==> src/rtl/tdt_dtm_apbm.sv <==
// DMI-to-APB master bridge: one request in flight, registered APB outputs.
// Optional ACCESS-phase timeout is built when TDT_APBM_TIMEOUT_EN is defined.
module tdt_dtm_apbm #(
  parameter int DTM_ABITS = 16,
  parameter int APBM_TOUT = 255
) (
  input  logic                 tclk,
  input  logic                 trst,
  input  logic                 dmihardreset,
  input  logic                 dtm_apbm_wr_vld,
  input  logic [DTM_ABITS-1:0] dtm_apbm_wr_addr,
  input  logic [1:0]           dtm_apbm_wr_flg,
  input  logic [31:0]          dtm_apbm_wdata,
  output logic [31:0]          apbm_dtm_rdata,
  output logic                 apbm_dtm_wr_ready,
  output logic [1:0]           apbm_dtm_resp,
  output logic                 apbm_psel,
  output logic                 apbm_penable,
  output logic                 apbm_pwrite,
  output logic [DTM_ABITS-1:0] apbm_paddr,
  output logic [31:0]          apbm_pwdata,
  input  logic [31:0]          apbm_prdata,
  input  logic                 apbm_pready,
  input  logic                 apbm_pslverr
);

  typedef enum logic [1:0] {
    IDLE   = 2'd0,
    SETUP  = 2'd1,
    ACCESS = 2'd2
  } state_e;

  localparam logic [1:0] RESP_OK   = 2'd0;
  localparam logic [1:0] RESP_FAIL = 2'd2;
  localparam logic [1:0] RESP_BUSY = 2'd3;

  if (APBM_TOUT < 1 || APBM_TOUT > 255) begin : g_tout_chk
    $error("APBM_TOUT out of range 1..255");
  end

  state_e               state_q, state_d;
  logic                 psel_q, psel_d;
  logic                 pen_q, pen_d;
  logic                 pwrite_q, pwrite_d;
  logic [DTM_ABITS-1:0] paddr_q, paddr_d;
  logic [31:0]          pwdata_q, pwdata_d;
  logic [31:0]          rdata_q, rdata_d;
  logic [1:0]           resp_q, resp_d;
  logic                 busy_q, busy_d;

  logic is_idle;
  logic req_ok;
  logic drop;
  logic done;
  logic tout;

  assign is_idle = (state_q == IDLE);
  assign req_ok  = dtm_apbm_wr_vld && is_idle
                && (dtm_apbm_wr_flg == 2'b01
                 || dtm_apbm_wr_flg == 2'b10);
  assign drop    = dtm_apbm_wr_vld && !is_idle;
  assign done    = (state_q == ACCESS) && apbm_pready;

`ifdef TDT_APBM_TIMEOUT_EN
  logic [7:0] cnt_q, cnt_d;
  localparam logic [7:0] TOUT_LAST = 8'(APBM_TOUT - 1);

  // Abort on the edge where the wait count would reach APBM_TOUT
  assign tout = (state_q == ACCESS) && !apbm_pready
             && (cnt_q == TOUT_LAST);

  // Wait counter: cleared entering ACCESS, counts stalled cycles
  always_comb begin
    cnt_d = cnt_q;
    if (state_q == SETUP) begin
      cnt_d = 8'd0;
    end else if (state_q == ACCESS && !apbm_pready) begin
      cnt_d = cnt_q + 8'd1;
    end
  end

  // Wait counter register
  always_ff @(posedge tclk or posedge trst) begin
    if (trst) begin
      cnt_q <= 8'd0;
    end else begin
      cnt_q <= cnt_d;
    end
  end
`else
  assign tout = 1'b0;
`endif

  // State register
  always_ff @(posedge tclk or posedge trst) begin
    if (trst) begin
      state_q <= IDLE;
    end else begin
      state_q <= state_d;
    end
  end

  // Next-state logic; hard reset wins over everything
  always_comb begin
    state_d = state_q;
    if (dmihardreset) begin
      state_d = IDLE;
    end else begin
      unique case (state_q)
        IDLE: begin
          if (req_ok) state_d = SETUP;
        end
        SETUP: begin
          state_d = ACCESS;
        end
        ACCESS: begin
          if (done || tout) state_d = IDLE;
        end
        default: begin
          state_d = IDLE;
        end
      endcase
    end
  end

  // Output / datapath next values, registered below
  always_comb begin
    psel_d   = (state_d != IDLE);
    pen_d    = (state_d == ACCESS);
    pwrite_d = pwrite_q;
    paddr_d  = paddr_q;
    pwdata_d = pwdata_q;
    rdata_d  = rdata_q;
    resp_d   = resp_q;
    busy_d   = busy_q;
    if (dmihardreset) begin
      busy_d = 1'b0;
      resp_d = RESP_OK;
    end else begin
      if (req_ok) begin
        paddr_d  = dtm_apbm_wr_addr;
        pwdata_d = dtm_apbm_wdata;
        pwrite_d = (dtm_apbm_wr_flg == 2'b10);
      end
      if (is_idle && dtm_apbm_wr_vld) begin
        if (dtm_apbm_wr_flg == 2'b00) resp_d = RESP_OK;
        if (dtm_apbm_wr_flg == 2'b11) resp_d = RESP_FAIL;
      end
      if (drop) busy_d = 1'b1;
      if (done || tout) begin
        busy_d = 1'b0;
        if (busy_q || drop) begin
          resp_d = RESP_BUSY;
        end else if (done && !apbm_pslverr) begin
          resp_d = RESP_OK;
        end else begin
          resp_d = RESP_FAIL;
        end
        if (done && !pwrite_q) rdata_d = apbm_prdata;
        if (tout) rdata_d = 32'd0;
      end
    end
  end

  // Registered outputs and sticky busy flag
  always_ff @(posedge tclk or posedge trst) begin
    if (trst) begin
      psel_q   <= 1'b0;
      pen_q    <= 1'b0;
      pwrite_q <= 1'b0;
      paddr_q  <= '0;
      pwdata_q <= 32'd0;
      rdata_q  <= 32'd0;
      resp_q   <= RESP_OK;
      busy_q   <= 1'b0;
    end else begin
      psel_q   <= psel_d;
      pen_q    <= pen_d;
      pwrite_q <= pwrite_d;
      paddr_q  <= paddr_d;
      pwdata_q <= pwdata_d;
      rdata_q  <= rdata_d;
      resp_q   <= resp_d;
      busy_q   <= busy_d;
    end
  end

  assign apbm_dtm_wr_ready = is_idle;
  assign apbm_dtm_rdata    = rdata_q;
  assign apbm_dtm_resp     = resp_q;
  assign apbm_psel         = psel_q;
  assign apbm_penable      = pen_q;
  assign apbm_pwrite       = pwrite_q;
  assign apbm_paddr        = paddr_q;
  assign apbm_pwdata       = pwdata_q;

endmodule

==> config.mk <==
export PLATFORM = sky130hd
export DESIGN_NAME = tdt_dtm_apbm
export DESIGN_NICKNAME = d
export VERILOG_FILES = /design/src/rtl/tdt_dtm_apbm.sv
export SDC_FILE = /design/constraint.sdc
export NUM_CORES = 1
export LEC_CHECK = 0
export CORE_MARGIN = 8
export CORE_UTILIZATION = 37
export CTS_BUF_LIST = sky130_fd_sc_hd__clkbuf_16
export DETAILED_ROUTE_END_ITERATION = 10
export GPL_TIMING_DRIVEN = 0
export PLACE_DENSITY = 0.77
export REMOVE_ABC_BUFFERS = 1
export SLEW_MARGIN = 20
export SYNTH_ARGS = -nofsm -noshare
export SYNTH_HDL_FRONTEND = slang
export SYNTH_SLANG_ARGS = --single-unit
==> constraint.sdc <==
create_clock -name tclk -period 3 [get_ports tclk]
set_input_delay 0.9 -clock tclk [delete_from_list [all_inputs] [get_ports tclk]]
set_output_delay 0.9 -clock tclk [all_outputs]
set_load 0.02 [all_outputs]
==> run_1/metal_stack.png <==
Only two layers are drawn.
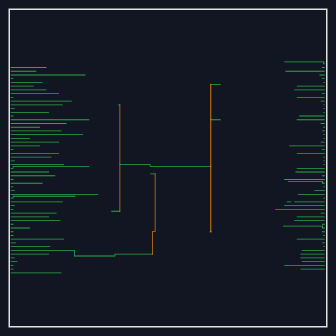
orange -> met4  # wire length 123 um
green -> met3  # wire length 1,050 um
Avg WL per Cell: 17.60 um
routed wire length: 9.293 mm
vias: 2,412
GRT Resource Usage Total: 0.1414

==> run_1/pdn.png <==
Scale bar: 20 um. Pins as bars on the die edge.
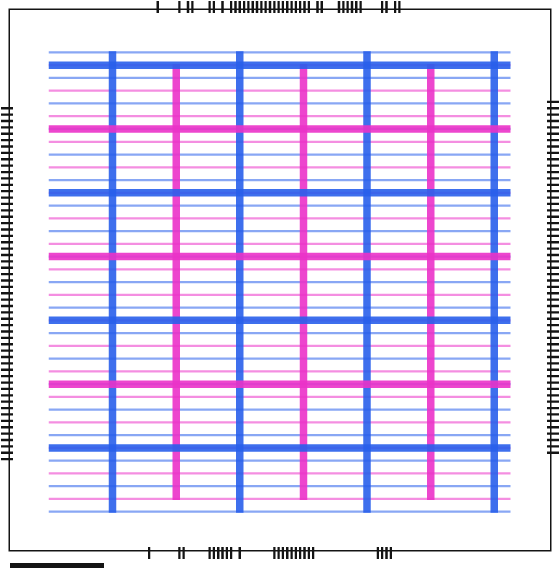
blue -> VSS
magenta -> VDD
signal pins = 174
met4 straps = 7
met1 rails = 37

==> qor.yml, run 1 <==
status:
  outcome: "finished, final reports clean"
global_routing:
  grt_max_degree: 49
  grt_use_met2: 0.2299
critical_path:
  max_stage_delay_ns: 0.61
  required_ns: 3.22
  startpoint_type: "input pin"
  worst-path-max-fanout: 31
  reg2reg_slack_ns: 0.87
  path_buffers: 2
cts:
  clock_latency_ns: 0.33
  cts.clk_slew.worst_paths_ns: 0.07
drt:
  wl_met2_mm: 4.336
layout:
  drive_gt1_frac: 0.2608
timing:
  skew_ns: 0.008627
  setup_violations: 0
yosys:
  most_common_cell: "dfrtp_1"
  synth-main-ff-cell: "dfrtp_1"
  synthAdderAreaFrac: 0.006882
  ys_cells: 207
  numSynthFlops: 88
placement:
  portBuffers: 173
floorplan:
  coreArea_sq_mm: 0.009639
  die_h_um: 115.1
power_and_ir_drop:
  irDropWorstVdd_v: 0.0003818
==> run_1/final_placement.png <==
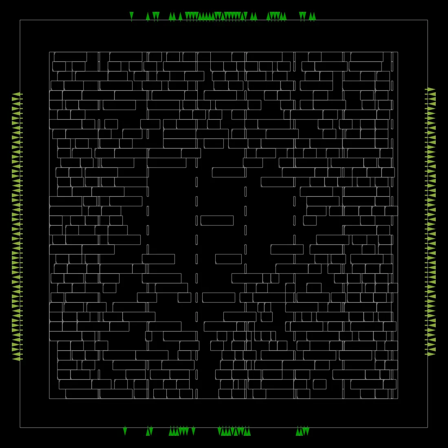
Seq/total area: 0.3795
Final Core Density: 0.6020

## run 1: state kept, by name, indices dropped and copies added (netlist names), 2 cells and up
name / flops
apbm_dtm_rdata: 32
state_q: 2
apbm_pwdata: 32
apbm_paddr: 16
apbm_dtm_resp: 2
## run 1: worst register-to-register path, delay by kind of cell, from the launching register on
family	cells	cell delay, ns
simple gates	2	0.83
flops	1	0.51
mux	1	0.39
buf+inv	1	0.29
## run 1: area by class of cell
cell class,count,area [sq um]
Clock buffer,9,225.2
Clock inverter,7,86.33
Tap cell,133,166.4
Multi-Input combinational cell,104,1262
Sequential cell,88,2202
Timing Repair Buffer,183,1843
Fill cell,785,3836
Inverter,4,17.52
## run 1: repair_timing
action / in CTS / in global routing
resized: 0 / 0
setup buffers: 0 / 6
endpoints found under the setup margin: 0 / 9
## run 1: final timing paths
path / startpoint / end / cells after the start
max: dmihardreset / apbm_paddr[9]$_DFFE_PP0P_ / 5
max reg2reg: state_q[0]$_DFF_PP0_ / apbm_paddr[9]$_DFFE_PP0P_ / 4
min: apbm_pwdata[1]$_DFFE_PP0P_ / apbm_pwdata[1]$_DFFE_PP0P_ / 1
min in group asynchronous: trst / apbm_pwdata[28]$_DFFE_PP0P_ / 2
max in group asynchronous: trst / apbm_dtm_rdata[31]$_DFFE_PP0P_ / 3
min reg2reg: apbm_pwdata[1]$_DFFE_PP0P_ / apbm_pwdata[1]$_DFFE_PP0P_ / 1
## run 1: stage by stage
step	total power (uW)	util
after global placement	3306	0.5576
after CTS	4532	0.5974
after global routing	4683	0.6020
final	4470	0.6020
after floorplan	2467	-
after detailed placement	3341	0.5650
## run 1: power breakdown
part	switching, uW	internal, uW
Combinational	697	935
Sequential	173	1500
Clock	445	722
==> inputs of run 2 (changes only) <==
Settings changed: RECOVER_POWER from default to 50.
==> run_2/pdn.png <==
Scale bar: 20 um. Pins as bars on the die edge.
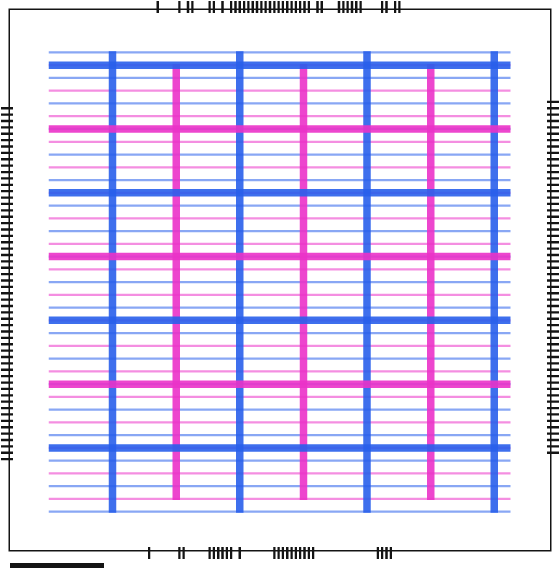
blue -> VSS
magenta -> VDD
met1 rails = 37
rows = 36
met4 straps = 7
met5 straps = 7
signal pins = 174

==> run_2/cell_classes.png <==
Scale bar: 20 um.
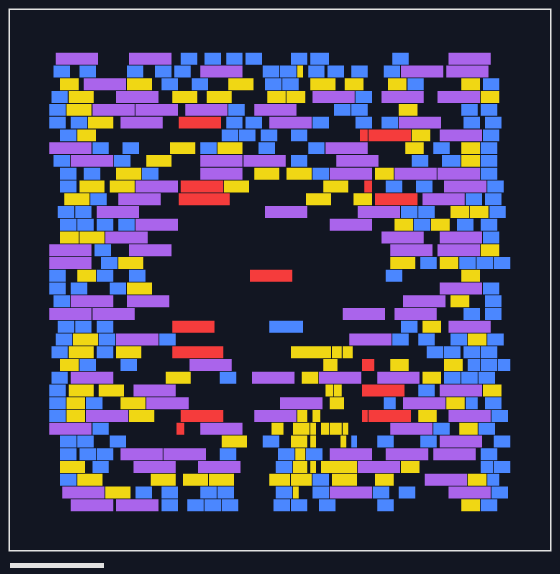
purple -> flip-flops  # cells 88, share of their area 39%
blue -> other buffers and delay cells  # cells 183, share of their area 32%
red -> clock drivers and dummy loads  # cells 16, share of their area 5.6%
yellow -> all other logic  # cells 108, share of their area 23%
core box area: 0.009639 sq mm
Final Core Density: 0.5994

==> run_2/final_placement.png <==
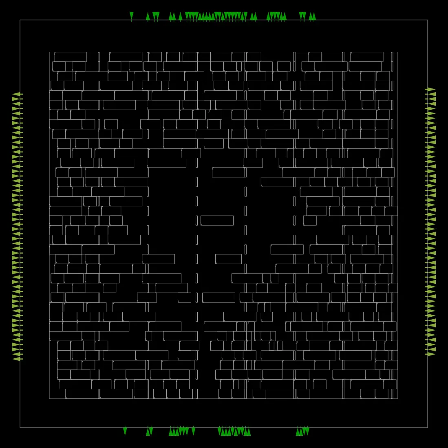
num rows: 36
final instance count without filler cells: 528

==> qor.yml, run 2 <==
status:
  outcome: "complete, but fails checks"
  violations: "max-capacitance violations, max-slew violations"
cts:
  cts-resized-gates: 0  # unchanged
  clock_latency_ns: 0.33  # about the same
yosys:
  most_common_cell: "dfrtp_1"
  synth-main-ff-cell: "dfrtp_1"
  numSynthFlops: 88  # unchanged
  ys_cells: 207  # unchanged
critical_path:
  max_stage_delay_ns: 0.58  # -0.03 ns
  worst-path-max-fanout: 13  # -58%
  critical_path.endpoint: "apbm_dtm_rdata[4]$_DFFE_PP0P_"
  cp-startpoint: "apbm_pready"
  reg2reg_slack_ns: 0.72  # -0.15 ns
  r2r_start: "state_q[1]$_DFF_PP0_"
  timing.rr.end: "apbm_dtm_rdata[4]$_DFFE_PP0P_"
global_routing:
  grt_max_degree: 49  # unchanged
drt:
  dr_total_vias: 2418  # +0.25%
layout:
  drive_gt1_frac: 0.2532  # -0.007595
timing:
  slew_violations: 42
  skew_ns: 0.008571  # -0.00005551 ns
  setup_violations: 0  # unchanged
run:
  max-cap-violations: 1
placement:
  portBuffers: 173  # unchanged
min_path:
  min-delay-start: "apbm_paddr[11]$_DFFE_PP0P_"
-- run 2: cell counts after synthesis --
No cell type changed its count.
-- run 2: logic make-up after synthesis --
logic type / after synthesis / synth area share
buf+inv: 15 / 0.04783
mux: 81 / 0.2922
fa+ha+maj: 2 / 0.006881
flops: 88 / 0.6056
simple gates: 14 / 0.03407
compound gates: 7 / 0.01342
-- run 2: metal layers --
layer,routed length (um),share of wire,up-vias
li1,-,-,1099
met1,3722,0.40,1192
met2,4345,0.47,118
met3,1074,0.12,9
met4,122,0.013,0
met5,0,0,-
-- run 2: worst max-delay path, delay by kind of cell --
family | cells | cell delay, ns
buffers and inverters | 4 | 1.41
multiplexers | 1 | 0.34
AND/OR/NAND/NOR | 2 | 0.44
-- run 2: metrics by stage --
stage | utilization | hold slack (ns) | total power [uW] | instance area, sq um
2_1_floorplan | - | 0.4910 | 2467 | 3477
3_3_place_gp | 0.5576 | 0.4670 | 3306 | 5375
3_5_place_dp | 0.5650 | 0.4789 | 3341 | 5446
4_1_cts | 0.5974 | 0.4912 | 4532 | 5758
5_1_grt | 0.5994 | 0.4966 | 4622 | 5778
6_report | 0.5994 | 0.4862 | 4408 | 5778
-- run 2: power breakdown --
part | switching, uW | internal [uW] | total [uW]
combinational | 696 | 881 | 1580
sequential | 166 | 1500 | 1660
clock | 444 | 722 | 1170
total | 1310 | 3100 | 4410
-- run 2: area by class of cell --
cell class	instances	area (sq um)
clock inverters	7	86.33
clock buffers	9	225.2
fillers	787	3861
inverters	4	15.01
flip-flops and latches	88	2202
well taps	133	166.4
repair buffers	183	1823
multi-input cells	104	1260
-- run 2: what timing repair did --
action / in CTS / in global routing
setup buffers: 0 / 6
endpoints found under the setup margin: 0 / 9
hold buffers: 0 / 0
==> inputs of run 3 (changes only) <==
Settings changed: ABC_AREA from default to 0, CAP_MARGIN from default to 20, GPL_ROUTABILITY_DRIVEN from default to 1.
==> run_3/cell_classes.png <==
Scale bar: 20 um.
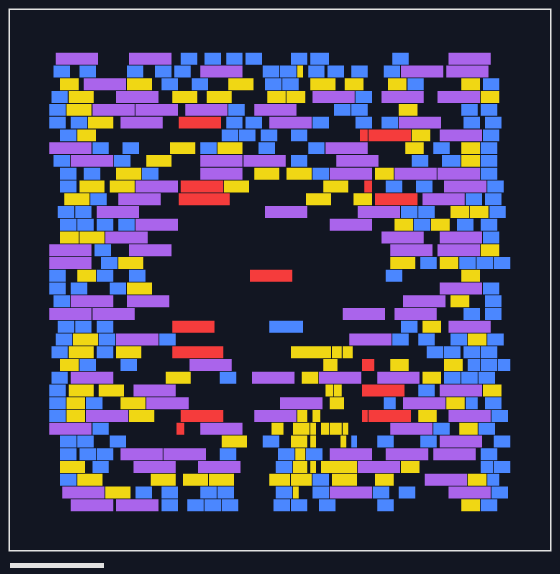
purple -> flip-flops  # cells 88, share of their area 39%
yellow -> all other logic  # cells 108, share of their area 23%
red -> clock drivers and dummy loads  # cells 16, share of their area 5.6%
blue -> other buffers and delay cells  # cells 183, share of their area 32%
Seq/total area: 0.3811
post-route cell area: 0.005778 sq mm

==> run_3/pdn.png <==
Scale bar: 20 um. Pins as bars on the die edge.
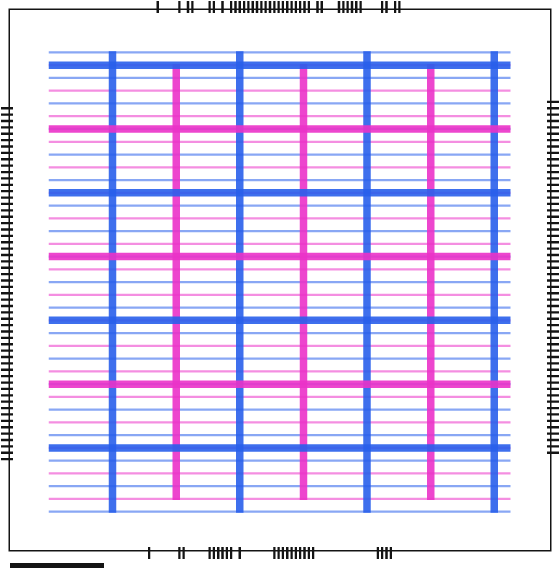
magenta -> VDD
blue -> VSS
rows = 36
met1 rails = 37
met5 straps = 7
signal pins = 174
met4 straps = 7

==> run_3/clock_map.png <==
Scale bar: 20 um.
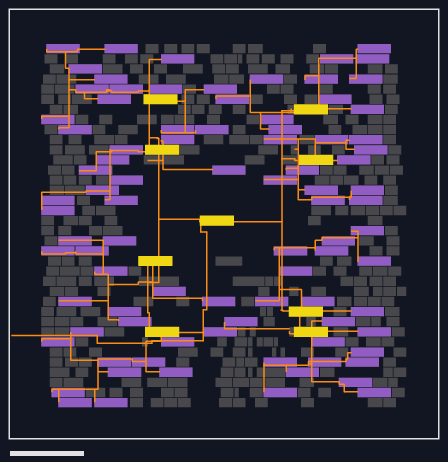
purple -> flip-flops  # count 88
yellow -> cells driving clock nets  # count 9
orange -> clock wires  # length 1,070 um
routed clock nets = 10

==> qor.yml, run 3 <==
status:
  outcome: "complete, but fails checks"
  violations: "max-capacitance violations, max-slew violations"
yosys:
  synthAdderAreaFrac: 0.006882  # unchanged
  ys_sh_xor: 0  # unchanged
  aoi_share: 0.01342  # unchanged
  ys_cells: 207  # unchanged
placement:
  portBuffers: 173  # unchanged
  dpl_cell_area_sq_mm: 0.005446  # unchanged
power_and_ir_drop:
  p_clk_frac: 0.265  # about the same
  power_clock_uw: 1170  # about the same
  pwr-share-seq: 0.378  # about the same
  power_leader: "sequential cells"
  p_sw_uw: 1306  # unchanged
layout:
  fin_cells: 528  # unchanged
timing:
  skew_ns: 0.008571  # unchanged
  slew_violations: 42  # unchanged
  setup_violations: 0  # unchanged
drt:
  route.top_layer_used: "met4"
  wl_met1_mm: 3.722  # unchanged
  dr_total_vias: 2418  # unchanged
  met3_length_mm: 1.074  # unchanged
floorplan:
  coreArea_sq_mm: 0.009639  # unchanged
critical_path:
  worst-path-max-fanout: 13  # unchanged
run:
  max-cap-violations: 1  # unchanged
cts:
  clock_latency_ns: 0.33  # about the same
-- run 3: layout make-up --
cell class                      instances  area, sq um  area share
Clock buffer                            9        225.2     0.03898
Clock inverter                          7        86.33     0.01494
Inverter                                4        15.01    0.002599
Multi-Input combinational cell        104         1260      0.2181
Sequential cell                        88         2202      0.3811
Tap cell                              133        166.4     0.02880
Timing Repair Buffer                  183         1823      0.3155
-- run 3: stage by stage --
| step | hold slack (ns) | utilization | setup slack (ns) |
|---|---|---|---|
| floorplan | 0.4910 | - | -0.4814 |
| global placement | 0.4670 | 0.5576 | -1.651 |
| detailed placement | 0.4789 | 0.5650 | -0.3386 |
| CTS | 0.4912 | 0.5974 | 0.02365 |
| global route | 0.4966 | 0.5994 | 0.01402 |
| finish | 0.4862 | 0.5994 | 0.1100 |
-- run 3: critical path, cell delays in order --
cell,delay (ns)
dlygate4sd3_1,0.58
nand2_1,0.15
nor4_4,0.29
clkbuf_1,0.36
buf_4,0.30
buf_6,0.17
mux2_2,0.34
-- run 3: worst paths after layout --
path,start,to,slack [ns],cells after the start
min in group asynchronous,trst,apbm_pwdata[28]$_DFFE_PP0P_,1.47,2
worst min-delay path,apbm_paddr[11]$_DFFE_PP0P_,apbm_paddr[11]$_DFFE_PP0P_,0.49,1
worst max-delay path,apbm_pready,apbm_dtm_rdata[4]$_DFFE_PP0P_,0.11,7
worst min register to register,apbm_paddr[11]$_DFFE_PP0P_,apbm_paddr[11]$_DFFE_PP0P_,0.49,1
max in group asynchronous,trst,apbm_dtm_rdata[31]$_DFFE_PP0P_,0.41,3
worst max register to register,state_q[1]$_DFF_PP0_,apbm_dtm_rdata[4]$_DFFE_PP0P_,0.72,6
-- run 3: what timing repair did --
item | 4_1_cts | 5_1_grt
setup endpoints to repair | 0 | 9
setup buffers | 0 | 6
endpoints found under the hold margin | 0 | 0
Power and IR drop assume default switching activity.
